## config.mk

```make
export PLATFORM = sky130hd
export DESIGN_NAME = wb_timer
export DESIGN_NICKNAME = d
export VERILOG_FILES = /design/src/rtl/wb_timer.sv
export SDC_FILE = /design/constraint.sdc
export NUM_CORES = 1
export LEC_CHECK = 0
export CAP_MARGIN = 10
export CORE_UTILIZATION = 25
export CTS_BUF_LIST = sky130_fd_sc_hd__clkbuf_2
export CTS_CLUSTER_SIZE = 12
export DETAILED_ROUTE_END_ITERATION = 6
export GPL_TIMING_DRIVEN = 0
export SYNTH_ARGS = -nofsm -noshare
export SYNTH_HDL_FRONTEND = slang
export SYNTH_SLANG_ARGS = --single-unit
```

## constraint.sdc

```tcl
create_clock -name clk -period 5.8 [get_ports clk]
set_input_delay 0.87 -clock clk [delete_from_list [all_inputs] [get_ports clk]]
set_output_delay 0.87 -clock clk [all_outputs]
set_load 0.05 [all_outputs]
```

## src/rtl/wb_timer.sv

```systemverilog
// -----------------------------------------------------------------------------
// wb_timer -- machine timer (mtime / mtimecmp) behind a pipelined Wishbone B4
// slave, producing the level-sensitive machine timer interrupt for a core.
//
// A programmable 8-bit prescaler divides the clock. Each prescaler tick
// advances the 64-bit mtime counter. irq_timer_o is a registered
// unsigned compare mtime >= mtimecmp.
//
// Register map (word index = wb_adr_i[4:2], all other address bits ignored):
//   0 MTIME_LO     mtime[31:0]
//   1 MTIME_HI     mtime[63:32]
//   2 MTIMECMP_LO  mtimecmp[31:0]
//   3 MTIMECMP_HI  mtimecmp[63:32]
//   4 CTRL         bit0 EN, bits[15:8] PRESCALE, other bits read 0
//   5-7            unmapped: reads return 0, writes are discarded, both acked
//
// Ports:
//   clk          system clock, all state changes on its rising edge
//   rst          synchronous active-high reset
//   wb_cyc_i     Wishbone cycle
//   wb_stb_i     Wishbone strobe
//   wb_we_i      Wishbone write enable
//   wb_adr_i     Wishbone byte address [31:0]
//   wb_sel_i     Wishbone byte lane selects [3:0]
//   wb_dat_i     Wishbone write data [31:0]
//   wb_dat_o     Wishbone read data [31:0], registered, valid in the ack cycle
//   wb_ack_o     Wishbone acknowledge, one cycle after each accepted request
//   wb_err_o     Wishbone error, tied to 0
//   wb_stall_o   Wishbone stall, tied to 0 (a request is taken every cycle)
//   irq_timer_o  machine timer interrupt, level, active-high
// -----------------------------------------------------------------------------
module wb_timer #(
  parameter logic [7:0]  PRESCALE_RST = 8'd0,
  parameter logic [63:0] MTIMECMP_RST = 64'hFFFF_FFFF_FFFF_FFFF
) (
  input  logic        clk,
  input  logic        rst,
  input  logic        wb_cyc_i,
  input  logic        wb_stb_i,
  input  logic        wb_we_i,
  input  logic [31:0] wb_adr_i,
  input  logic [3:0]  wb_sel_i,
  input  logic [31:0] wb_dat_i,
  output logic [31:0] wb_dat_o,
  output logic        wb_ack_o,
  output logic        wb_err_o,
  output logic        wb_stall_o,
  output logic        irq_timer_o
);

  localparam logic [2:0] REG_MTIME_LO    = 3'd0;
  localparam logic [2:0] REG_MTIME_HI    = 3'd1;
  localparam logic [2:0] REG_MTIMECMP_LO = 3'd2;
  localparam logic [2:0] REG_MTIMECMP_HI = 3'd3;
  localparam logic [2:0] REG_CTRL        = 3'd4;

  // Replace the byte lanes of old_val selected by sel with those of new_val.
  function automatic logic [31:0] merge_bytes(input logic [31:0] old_val,
                                              input logic [31:0] new_val,
                                              input logic [3:0]  sel);
    logic [31:0] res;
    res = old_val;
    for (int b = 0; b < 4; b++) begin
      if (sel[b]) begin
        res[b*8 +: 8] = new_val[b*8 +: 8];
      end
    end
    return res;
  endfunction

  // State registers
  logic [63:0] mtime_q,    mtime_d;
  logic [63:0] mtimecmp_q, mtimecmp_d;
  logic        en_q,       en_d;
  logic [7:0]  prescale_q, prescale_d;
  logic [7:0]  presc_q,    presc_d;
  logic        ack_q,      ack_d;
  logic [31:0] dat_q,      dat_d;
  logic        irq_q,      irq_d;

  // Bus decode
  logic        accept;
  logic        wr;
  logic        rd;
  logic [2:0]  reg_idx;
  logic        wr_mtime_lo;
  logic        wr_mtime_hi;
  logic        wr_cmp_lo;
  logic        wr_cmp_hi;
  logic        wr_ctrl;
  logic        tick;
  logic [63:0] mtime_inc;
  logic [31:0] rdata;
  logic        unused_adr;

  // Only the word index selects a register; the rest of the address is
  // deliberately ignored, so the map aliases across the address space.
  assign unused_adr = ^{wb_adr_i[31:5], wb_adr_i[1:0]};

  assign accept  = wb_cyc_i & wb_stb_i;
  assign wr      = accept & wb_we_i;
  assign rd      = accept & ~wb_we_i;
  assign reg_idx = wb_adr_i[4:2];

  assign wr_mtime_lo = wr && (reg_idx == REG_MTIME_LO);
  assign wr_mtime_hi = wr && (reg_idx == REG_MTIME_HI);
  assign wr_cmp_lo   = wr && (reg_idx == REG_MTIMECMP_LO);
  assign wr_cmp_hi   = wr && (reg_idx == REG_MTIMECMP_HI);
  assign wr_ctrl     = wr && (reg_idx == REG_CTRL);

  // A tick is the cycle in which the running prescaler sits at its terminal
  // count; mtime advances on the edge closing that cycle.
  assign tick      = en_q && (presc_q == prescale_q);
  assign mtime_inc = mtime_q + 64'd1;

  // Read mux, sampled at the accept edge.
  always_comb begin
    rdata = 32'd0;
    unique case (reg_idx)
      REG_MTIME_LO:    rdata = mtime_q[31:0];
      REG_MTIME_HI:    rdata = mtime_q[63:32];
      REG_MTIMECMP_LO: rdata = mtimecmp_q[31:0];
      REG_MTIMECMP_HI: rdata = mtimecmp_q[63:32];
      REG_CTRL:        rdata = {16'd0, prescale_q, 7'd0, en_q};
      default:         rdata = 32'd0;
    endcase
  end

  // Control register and prescaler
  always_comb begin
    en_d       = en_q;
    prescale_d = prescale_q;
    presc_d    = presc_q;

    if (!en_q) begin
      presc_d = 8'd0;
    end else if (tick) begin
      presc_d = 8'd0;
    end else begin
      presc_d = presc_q + 8'd1;
    end

    if (wr_ctrl) begin
      if (wb_sel_i[0]) begin
        en_d = wb_dat_i[0];
      end
      // A new divide value restarts the prescaler so the first period after
      // the write is a full one at the new rate.
      if (wb_sel_i[1]) begin
        prescale_d = wb_dat_i[15:8];
        presc_d    = 8'd0;
      end
    end
  end

  // mtime: a software write to either half replaces the whole increment for
  // that cycle, so the written value is exactly what software sees next.
  always_comb begin
    mtime_d = tick ? mtime_inc : mtime_q;
    if (wr_mtime_lo) begin
      mtime_d = {mtime_q[63:32], merge_bytes(mtime_q[31:0], wb_dat_i, wb_sel_i)};
    end else if (wr_mtime_hi) begin
      mtime_d = {merge_bytes(mtime_q[63:32], wb_dat_i, wb_sel_i), mtime_q[31:0]};
    end
  end

  // mtimecmp: plain byte-writable storage, no shadowing of the halves.
  always_comb begin
    mtimecmp_d = mtimecmp_q;
    if (wr_cmp_lo) begin
      mtimecmp_d[31:0] = merge_bytes(mtimecmp_q[31:0], wb_dat_i, wb_sel_i);
    end else if (wr_cmp_hi) begin
      mtimecmp_d[63:32] = merge_bytes(mtimecmp_q[63:32], wb_dat_i, wb_sel_i);
    end
  end

  // Bus response and interrupt
  always_comb begin
    ack_d = accept;
    dat_d = rd ? rdata : dat_q;
    irq_d = (mtime_q >= mtimecmp_q);
  end

  // Register stage: requests seen while rst is high are dropped, and any
  // pending ack is cancelled because ack_q is forced low.
  always_ff @(posedge clk) begin
    if (rst) begin
      mtime_q    <= 64'd0;
      mtimecmp_q <= MTIMECMP_RST;
      en_q       <= 1'b0;
      prescale_q <= PRESCALE_RST;
      presc_q    <= 8'd0;
      ack_q      <= 1'b0;
      dat_q      <= 32'd0;
      irq_q      <= 1'b0;
    end else begin
      mtime_q    <= mtime_d;
      mtimecmp_q <= mtimecmp_d;
      en_q       <= en_d;
      prescale_q <= prescale_d;
      presc_q    <= presc_d;
      ack_q      <= ack_d;
      dat_q      <= dat_d;
      irq_q      <= irq_d;
    end
  end

  assign wb_dat_o    = dat_q;
  assign wb_ack_o    = ack_q;
  assign wb_err_o    = 1'b0;
  assign wb_stall_o  = 1'b0;
  assign irq_timer_o = irq_q;

endmodule

```

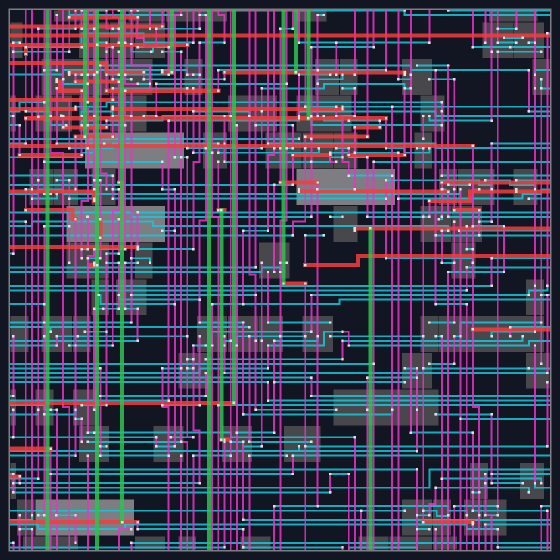
Fig. 1. Close-up of the layout.
Region (86, 86) to (126, 126) um. Cells in grey, sequential cells in the stronger grey; small squares are vias.
[red] M3
[green] M4
[cyan] M1
[magenta] M2
most frequent: nand2_1 (8), nand4_1 (7), a21oi_1 (6)
sequential cells in the window: 4
netlist names of flops here include: mtime_q (4)
cells with their middle in the window: 71

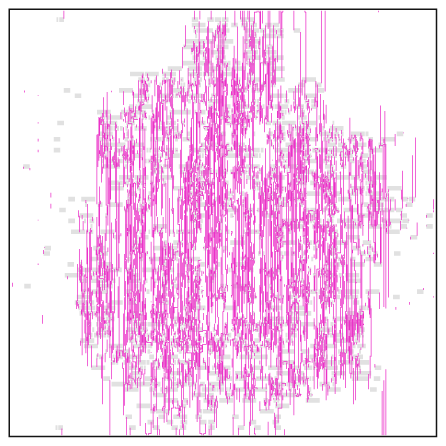
Fig. 2. M2 wires.
Scale: 2 px per um.
wire length on this layer: 22.3 mm
share of all routed wire: 45%
main direction: vertical
longest straight run: 103 um
grt met2 use: 0.345
WL final: 49.7 mm
via count: 11.9k

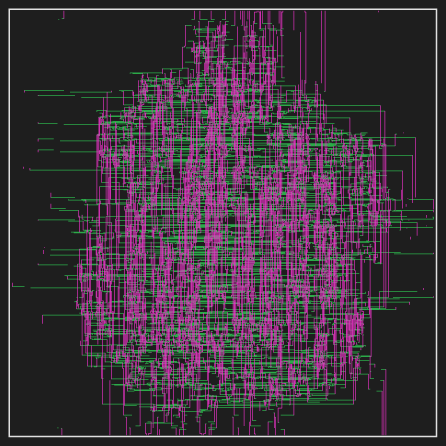
Fig. 3. Metal layers overlaid.
Scale: 2 px per um. Only two layers are drawn.
[green] M1 | wire length: 21.2 mm
[magenta] M2 | wire length: 22.3 mm
drt wl/cell: 23.7 um
GRT Total Usage: 0.220

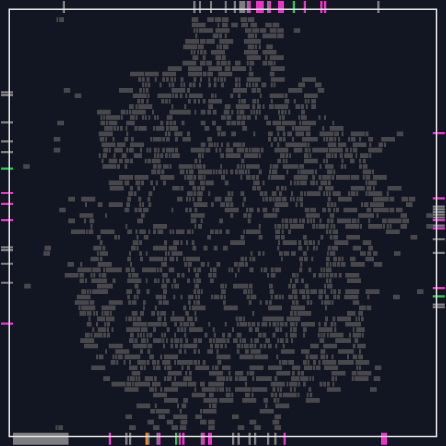
Fig. 4. Pin map.
Scale: 2 px per um. Pins as bars across the die edge, other pins in grey.
[green] wb_sel_i | pins: 4 | direction: input | edge: 1 north, 1 west, 1 south, 1 east
[orange] irq_timer_o | pins: 1 | direction: output | edge: south
[magenta] wb_dat_o | pins: 32 | direction: output | edge: 12 north, 11 south, 5 east, 4 west
all pins by edge: 54 south, 25 north, 16 east, 14 west

==> worst reg2reg max path, delay by kind of cell, from the launching register on <==
family | cells | cell delay (ns)
and+or+nand+nor | 5 | 2.13
AOI/OAI and AO/OA | 1 | 0.37
DFF | 1 | 0.51
adders and majority gates | 1 | 0.37
==> worst max path at each step <==
stage,end,startpoint
global placement,mtime_q[37]$_SDFFE_PP0P_,wb_adr_i[2]
detailed placement,mtime_q[37]$_SDFFE_PP0P_,wb_adr_i[2]
finish,irq_timer_o$_SDFF_PP0_,mtime_q[37]$_SDFFE_PP0P_
floorplan,mtime_q[37]$_SDFFE_PP0P_,wb_adr_i[4]
global route,irq_timer_o$_SDFF_PP0_,mtime_q[38]$_SDFFE_PP0P_
CTS,irq_timer_o$_SDFF_PP0_,mtime_q[37]$_SDFFE_PP0P_
==> cells by family (layout without fill, tap and decap cells) <==
family / after synthesis / after routing
adders and majority gates: 66 / 66
AOI/OAI and AO/OA: 388 / 388
DFF: 179 / 179
muxes: 28 / 28
buffers and inverters: 175 / 283
other: 1 / 3
and+or+nand+nor: 548 / 548
xor gates and xnor gates: 18 / 18
==> layout make-up <==
cell class                      instances  share of cell area
Multi-Input combinational cell       1050               0.532
Sequential cell                       179               0.278
Timing Repair Buffer                   77              0.0599
Tap cell                              585              0.0568
Buffer                                 98              0.0314
Inverter                               77              0.0224
Clock inverter                         13              0.0123
Clock buffer                           18             0.00700
Antenna cell                            1            0.000194
==> metal layers <==
layer	GRT usage	part of all wire	vias up	routed length [um]
met1	0.291	0.43	5751	21200
met2	0.345	0.45	644	22300
li1	-	-	5355	-
met3	0.0403	0.081	105	4030
met4	0.102	0.044	0	2180
met5	0	0	-	0
==> power breakdown <==
part	internal [mW]	switching, mW
clock network	0.240	0.497
registers	1.25	0.0106
logic	0.0789	0.165
total	1.57	0.673
==> out/metrics.yaml <==
job:
  warnings: 56
cts:
  cts_hold_buf: 0
  post_cts_resized: 0
  cts_inserted_buffers: 17
  cts-root-buf: "clkbuf_2"
floorplanning:
  core_um2: 43500
  die_w_um: 213
  die_area_um2: 45300
detailed_routing:
  ant_nets: 0
  dr.pass1.iters: 6
  viasPerCell: 5.65
  drc: 0
setup_path:
  end_kind: "flop"
  cpPeakStageDelay_ns: 0.92
  crit_path_cell_trace: "ha_1, nand4_1, nor4_1, nand3_1, nor4b_1, nor4_1, a211oi_1"
  r2r-end: "irq_timer_o$_SDFF_PP0_"
  regToRegStartpoint: "mtime_q[37]$_SDFFE_PP0P_"
  crit_family: "simple AND/OR/NAND/NOR gates"
  crit_buf_inv: 0
  r2r_cells: 7
  worst_setup_path_start_kind: "flop"
yosys:
  synth.most_common_cell: "nand2_1"
  edf_count: 0
  synthCells: 1403
  ys_sh_adder: 0.0743
  ys_cells: 1403
  synth_flops: 179
  yosys.area.top_type_share: 0.322
global_route:
  overflow: 0
  grt_antenna_before_repair: 1
cells_and_area:
  lay_top_count: "nand2_1"
  drive_gt1_frac: 0.0701
  nets: 1639
  fin_cells: 2098
sta:
  holdWs_ns: 0.493
  finalSetupViolations: 0
  worst_slew_pin_slew_ns: 1.31
  hold_viol: 0
  drv_slew: 0
  fin_crit_ns: 3.49
worst_hold_path:
  hold_path_class: "flop to flop"
  whs_path_depth: 2
placed_design:
  place_area_um2: 12600
  gp_congestion: 0.956
status:
  run_status: "complete, no violations"
Power and IR drop assume default switching activity.
